==> images/layer_met1.png <==
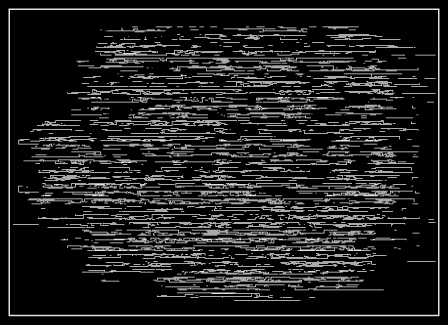
==> images/layer_met2.png <==
Scale bar: 50 um. Cells faint in the background.
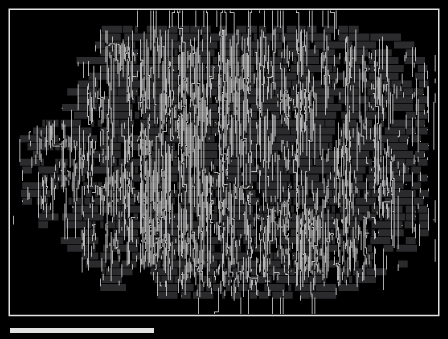
==> images/layer_met3.png <==
Scale bar: 50 um.
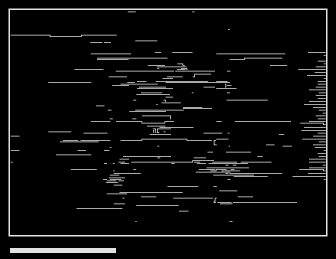
==> images/layer_met4.png <==
Cells faint in the background.
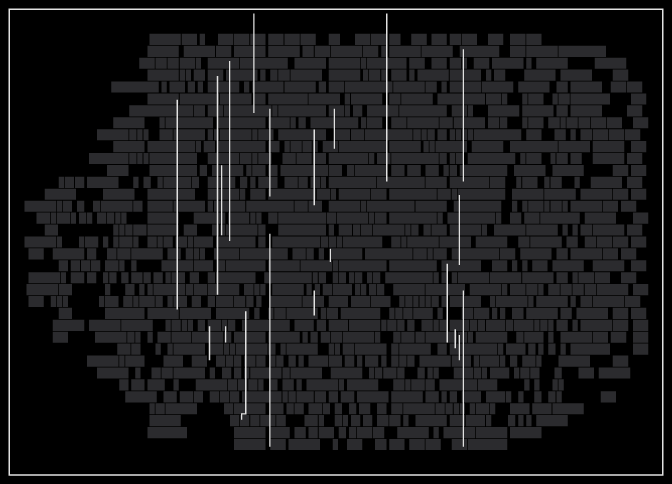
==> images/congestion.png <==
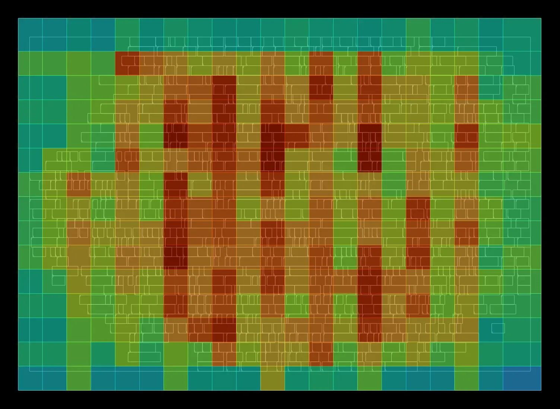
File: src/rtl/gamepad_pkg.sv
// Shared types and constants for the serial gamepad receiver.
package gamepad_pkg;

  typedef enum logic [1:0] {GP_IDLE, GP_SHIFT, GP_BAD} gp_state_t;

  localparam int ERR_W = 8;

endpackage

File: src/rtl/gp_sync_edge.sv
// Multi-flop synchroniser for one asynchronous pin plus rising-edge detect on the synchronised level.
module gp_sync_edge #(
  parameter int SYNC_STAGES = 2
) (
  input  logic clk,
  input  logic rst_n,
  input  logic pin_i,
  output logic lvl_o,
  output logic rise_o
);

  logic [SYNC_STAGES-1:0] sync_q;
  logic                   lvl_dly_q;

  always_ff @(posedge clk) begin
    if (!rst_n) begin
      sync_q    <= '0;
      lvl_dly_q <= 1'b0;
    end else begin
      sync_q    <= {sync_q[SYNC_STAGES-2:0], pin_i};
      lvl_dly_q <= sync_q[SYNC_STAGES-1];
    end
  end

  assign lvl_o  = sync_q[SYNC_STAGES-1];
  assign rise_o = lvl_o & ~lvl_dly_q;

endmodule

File: src/rtl/gamepad_rx_multi.sv
// Latch/clock/data gamepad receiver: frame timing validation, N-frame agreement before commit,
// press/release pulses, error counting and presence timeout.
module gamepad_rx_multi
  import gamepad_pkg::*;
#(
  parameter int NCH         = 1,
  parameter int NBITS       = 24,
  parameter int CW          = 12,
  parameter int SYNC_STAGES = 2,
  parameter int MATCH       = 2,
  parameter int TOW         = 20
) (
  input  logic                 clk,
  input  logic                 rst_n,
  input  logic                 gp_latch,
  input  logic                 gp_clk,
  input  logic [NCH-1:0]       gp_data,
  output logic [NCH*NBITS-1:0] buttons,
  output logic [NCH*NBITS-1:0] pressed,
  output logic [NCH*NBITS-1:0] released,
  output logic                 frame_ok,
  output logic                 frame_err,
  output logic [ERR_W-1:0]     err_count,
  output logic                 present
);

  localparam int NB = NCH * NBITS;
  localparam int TW = $clog2(NBITS + 1);
  localparam logic [CW-1:0]  CNT_MAX = '1;
  localparam logic [TOW-1:0] TO_MAX  = '1;
  localparam logic [TOW-1:0] TO_LAST = TO_MAX - 1'b1;

  logic           latch_lvl, latch_rise, clk_lvl, clk_rise;
  logic [NCH-1:0] data_lvl, data_rise;
  logic           unused_edges;

  gp_sync_edge #(.SYNC_STAGES(SYNC_STAGES)) u_sync_latch (
    .clk(clk), .rst_n(rst_n), .pin_i(gp_latch), .lvl_o(latch_lvl), .rise_o(latch_rise)
  );

  gp_sync_edge #(.SYNC_STAGES(SYNC_STAGES)) u_sync_clk (
    .clk(clk), .rst_n(rst_n), .pin_i(gp_clk), .lvl_o(clk_lvl), .rise_o(clk_rise)
  );

  assign unused_edges = ^{clk_lvl, data_rise};

  gp_state_t      state_q;
  logic [TW-1:0]  ticks_q;
  logic [CW-1:0]  cnt_q, last_q;
  logic [NB-1:0]  frame_d, frame_q, cand_q;
  logic           cand_vld_q, commit_q;
  logic [NB-1:0]  buttons_q, pressed_q, released_q;
  logic           frame_ok_q, frame_err_q, present_q;
  logic [ERR_W-1:0] err_q;
  logic [TOW-1:0] to_q;

  for (genvar ch = 0; ch < NCH; ch++) begin : g_line
    logic [NBITS-1:0] sh_q;

    gp_sync_edge #(.SYNC_STAGES(SYNC_STAGES)) u_sync_data (
      .clk(clk), .rst_n(rst_n), .pin_i(gp_data[ch]), .lvl_o(data_lvl[ch]), .rise_o(data_rise[ch])
    );

    always_ff @(posedge clk) begin
      if (latch_rise)
        sh_q <= '0;
      else if (state_q == GP_SHIFT && clk_rise)
        sh_q <= {sh_q[NBITS-2:0], data_lvl[ch]};
    end

    assign frame_d[ch*NBITS +: NBITS] = sh_q;
  end

  // Interval checks widened by one bit so doubling never wraps.
  logic [CW:0] cnt_x, last_x, cnt2_x, last2_x;
  logic        close_good, interval_bad, cand_match;

  assign cnt_x        = {1'b0, cnt_q};
  assign last_x       = {1'b0, last_q};
  assign cnt2_x       = {cnt_q, 1'b0};
  assign last2_x      = {last_q, 1'b0};
  assign close_good   = (state_q == GP_SHIFT) && (ticks_q == TW'(NBITS)) && (cnt_x <= last2_x);
  assign interval_bad = (ticks_q > TW'(1)) && ((cnt_x > last2_x) || (cnt2_x < last_x));
  assign cand_match   = cand_vld_q && (frame_d == cand_q);

  always_ff @(posedge clk) begin
    if (latch_rise) begin
      frame_q <= frame_d;
      if (close_good)
        cand_q <= frame_d;
    end
  end

  always_ff @(posedge clk) begin
    if (!rst_n) begin
      state_q     <= GP_IDLE;
      ticks_q     <= '0;
      cnt_q       <= '0;
      last_q      <= '0;
      cand_vld_q  <= 1'b0;
      commit_q    <= 1'b0;
      buttons_q   <= '0;
      pressed_q   <= '0;
      released_q  <= '0;
      frame_ok_q  <= 1'b0;
      frame_err_q <= 1'b0;
      err_q       <= '0;
      present_q   <= 1'b0;
      to_q        <= '0;
    end else begin
      frame_ok_q  <= 1'b0;
      frame_err_q <= 1'b0;
      commit_q    <= 1'b0;
      pressed_q   <= '0;
      released_q  <= '0;

      // A latch edge closes the open frame and always reopens a fresh one; a
      // coincident shift-clock edge is deliberately dropped.
      if (latch_rise) begin
        state_q <= GP_SHIFT;
        ticks_q <= '0;
        cnt_q   <= '0;
        last_q  <= '0;
        if (close_good) begin
          frame_ok_q <= 1'b1;
          commit_q   <= (MATCH == 1) || cand_match;
          cand_vld_q <= 1'b1;
        end else begin
          cand_vld_q <= 1'b0;
          if (state_q != GP_IDLE) begin
            frame_err_q <= 1'b1;
            if (err_q != '1)
              err_q <= err_q + 1'b1;
          end
        end
      end else if (state_q == GP_SHIFT) begin
        if (clk_rise) begin
          ticks_q <= ticks_q + 1'b1;
          last_q  <= cnt_q;
          cnt_q   <= '0;
          if (latch_lvl || (ticks_q == TW'(NBITS)) || interval_bad)
            state_q <= GP_BAD;
        end else if (ticks_q != '0) begin
          if (cnt_q == CNT_MAX)
            state_q <= GP_BAD;
          else
            cnt_q <= cnt_q + 1'b1;
        end
      end

      if (commit_q) begin
        buttons_q  <= frame_q;
        pressed_q  <= frame_q & ~buttons_q;
        released_q <= buttons_q & ~frame_q;
      end

      if (latch_rise && close_good) begin
        to_q      <= '0;
        present_q <= 1'b1;
      end else if (to_q != TO_MAX) begin
        to_q <= to_q + 1'b1;
        if (to_q == TO_LAST) begin
          present_q  <= 1'b0;
          buttons_q  <= '0;
          released_q <= buttons_q;
          cand_vld_q <= 1'b0;
        end
      end
    end
  end

  assign buttons   = buttons_q;
  assign pressed   = pressed_q;
  assign released  = released_q;
  assign frame_ok  = frame_ok_q;
  assign frame_err = frame_err_q;
  assign err_count = err_q;
  assign present   = present_q;

endmodule

File: config.mk
export PLATFORM = sky130hd
export DESIGN_NAME = gamepad_rx_multi
export DESIGN_NICKNAME = d
export VERILOG_FILES = /design/src/rtl/gamepad_pkg.sv /design/src/rtl/gp_sync_edge.sv /design/src/rtl/gamepad_rx_multi.sv
export SDC_FILE = /design/constraint.sdc
export NUM_CORES = 1
export LEC_CHECK = 0
export CORE_ASPECT_RATIO = 0.7
export CORE_MARGIN = 3
export CORE_UTILIZATION = 59
export DETAILED_ROUTE_END_ITERATION = 8
export PLACE_DENSITY = 0.92
export RECOVER_POWER = 25
export SLEW_MARGIN = 20
export SYNTH_ARGS = -nofsm -noshare
export SYNTH_HDL_FRONTEND = slang
export SYNTH_SLANG_ARGS = --single-unit
File: constraint.sdc
create_clock -name clk -period 5.2 [get_ports clk]
set_input_delay 1.04 -clock clk [delete_from_list [all_inputs] [get_ports clk]]
set_output_delay 1.04 -clock clk [all_outputs]
set_load 0.01 [all_outputs]
==> run summary <==
Total GRT Usage: 24.3%
Top cell excl fill/tap: dfxtp_1
Hold/Removal Path Class: reg2reg
most frequent logic cells in the routed design: 168 x dfxtp_1, 99 x nand2_1, 91 x nor2_1
Placed Cells: 1063
CTS Buf Count: 20
busiest grt layer: met2
Crit Path Category: in2reg
XOR Share, Synth: 5.40%
slowest stage delay, CP: 0.85 ns
WL met1: 8480 um
Core Area: 13600 um^2
CTS H-Tree Depth: 1
FMAX: 0.299 GHz
Yosys cell types: 49
clock slew at reported path FFs: 0.06 ns
MaxCap Viol Count: 2
uppermost layer routed: met4
chip height: 106 um
Port Buffers: 87
Avg Cell Area, Syn: 10.4 um^2
AO/OA Area Share: 8.74%
worst hold slack: 0.432 ns
non-filler instance count after layout: 1098
Antenna Cells: 0
Cell Pwr Density: 316 nW/um^2
vias in the first global route: 6268
hold-fix buffers at CTS: 0
Root Buffer Master: clkbuf_16
die area: 15800 um^2
first-pass GRT wire length: 31400 um
post-synthesis adder-cell area fraction: 4.31%
FP Core Util: 62.1%
Detailed Place HPWL: 12600 um
Layout area overhead: 19.4%
initial antenna violation count: 0
nets@finish: 934
clk latency late pin: 0.49 ns
CP arrival: 3.77 ns
number of cells in Yosys stat: 814
drt drc: 0
Synth Net Count: 848
mux share: 3.09%
Slew Viols, Final: 87
Final Critical Period: 3.34 ns
final setup TNS: 0 ns
ys async rst share: 0%
Pre-antenna DRT Iters: 5
Clock Skew: 0.0173 ns
failing checks: capacitance limit, slew limit
gpl congestion: 0.866
mapped cell area: 8430 um^2
total power: 3.18 mW
yosys stat chip area: 8430 um^2
critical-path cell list: dlygate4sd3_1 > clkbuf_1 > o31ai_4 > nor2_4 > o21a_1
Post-synth EDFFs: 48
number of post-CTS setup repair buffers: 0
Leak: 3.46 nW
Largest type area fraction: 39.9%
drt first-iter violations: 670
period utilisation layout: 64.3%
status: finished, violations left
Synth area leader: dfxtp_1
Routed met2 length: 9200 um
DR WL met3: 1700 um
share of cells above drive strength 1: 4.05%
startpoint types: input port
GRT overflow: 0
Max transition margin: -67.7%
post-cts resize count: 0
post-synthesis sequential area ratio: 57.0%
largest net degree at the start of global routing: 50
final setup fails: 0
Yosys Warn Count: 0
Worst-Margin Slew: 2.52 ns
Top Ports: 88
Slowest cell on crit path: clkbuf_1
Commonest flop: dfxtp_1
top cells by count, synth: 168 x dfxtp_1, 99 x nand2_1, 91 x nor2_1, 54 x a21oi_1, 48 x edfxtp_1
post-route ant nets: 0
DR vias/cell: 5.84
CTS tree: yes
most common cell in the synthesized netlist: dfxtp_1
cells after synthesis: 814
endpoints failing hold: 0
CP max FO: 25
Post-synth regs: 216
CP required: 5.63 ns
RSZ-0062 raised after global routing: false
clock sinks: 216
Peak VDD IR: 224 uV
Top logic family: simple AND/OR/NAND/NOR gates
Die X: 149 um
CTS max path bufs: 3
number of logged tool warnings: 29
Critical Path Sink Type: flop
About layer_met1.png:
longest straight run: 43.7 um
share of all routed wire: 43%
main direction: horizontal
wire length on this layer: 8480 um
via count: 6417
met1 Track Usage GR: 33.4%
final wirelength: 19800 um

About layer_met2.png:
main direction: vertical
wire length on this layer: 9200 um
nets with wire on the layer: 820
share of all routed wire: 46%
grt met2 use: 39.8%

About layer_met3.png:
wire length on this layer: 1700 um
main direction: horizontal
nets with wire on the layer: 139
GR Util met3: 4.22%

About layer_met4.png:
nets with wire on the layer: 17
share of all routed wire: 2.3%
longest straight run: 49.6 um
wire length on this layer: 461 um
main direction: vertical

About congestion.png:
Util after Layout: 74.1%
wire length per cell: 18.1 um

## layout make-up
class	count	area, um^2
multi-input combinational	547	3410
tap	185	231
clock buffer	31	603
timing repair buffer	94	912
sequential	216	4800
clock inverter	4	23.8
fill	864	3510
inverter	21	78.8
## stage by stage
| step | setup WS, ns | instance area [um^2] |
|---|---|---|
| after floorplan | 2.30 | 8430 |
| after global placement | 1.98 | 9440 |
| after detailed placement | 1.86 | 9440 |
| after CTS | 1.79 | 10100 |
| after global routing | 1.62 | 10100 |
| final | 1.86 | 10100 |
## registers in the layout, summed over array words and instances (netlist names)
name,cells
buttons,24
cand_q,24
cand_vld_q,1
cnt_q,12
commit_q,1
err_count,8
frame_d,24
frame_err,1
frame_ok,1
frame_q,24
g_line.u_sync_data.sync_q,2
last_q,12
present,1
pressed,24
released,24
state_q,2
ticks_q,5
to_q,20
u_sync_clk.lvl_dly_q,1
u_sync_clk.sync_q,2
u_sync_latch.lvl_dly_q,1
u_sync_latch.sync_q,2
## critical path, delay by kind of cell
kind                   cells  cell delay (ns)
buffers and inverters      2             1.37
AOI/OAI and AO/OA          2             0.69
and+or+nand+nor            1             0.64
## power breakdown
| group | leakage, nW | internal, mW | switching [mW] |
|---|---|---|---|
| clock | 0.308 | 0.800 | 0.603 |
| combinational | 1.35 | 0.0137 | 0.0330 |
| sequential | 1.81 | 1.72 | 0.00994 |
| total | 3.46 | 2.53 | 0.646 |
## final timing paths
kind | from | to | slack (ns) | depth (start not counted)
worst min register to register | u_sync_clk.sync_q[0] | u_sync_clk.sync_q[1] | 0.43 | 1
worst max register to register | cnt_q[6] | released[5] | 1.91 | 8
worst max-delay path | rst_n | released[5] | 1.86 | 5
worst min-delay path | u_sync_clk.sync_q[0] | u_sync_clk.sync_q[1] | 0.43 | 1
Power is estimated from default activity; no workload was simulated.
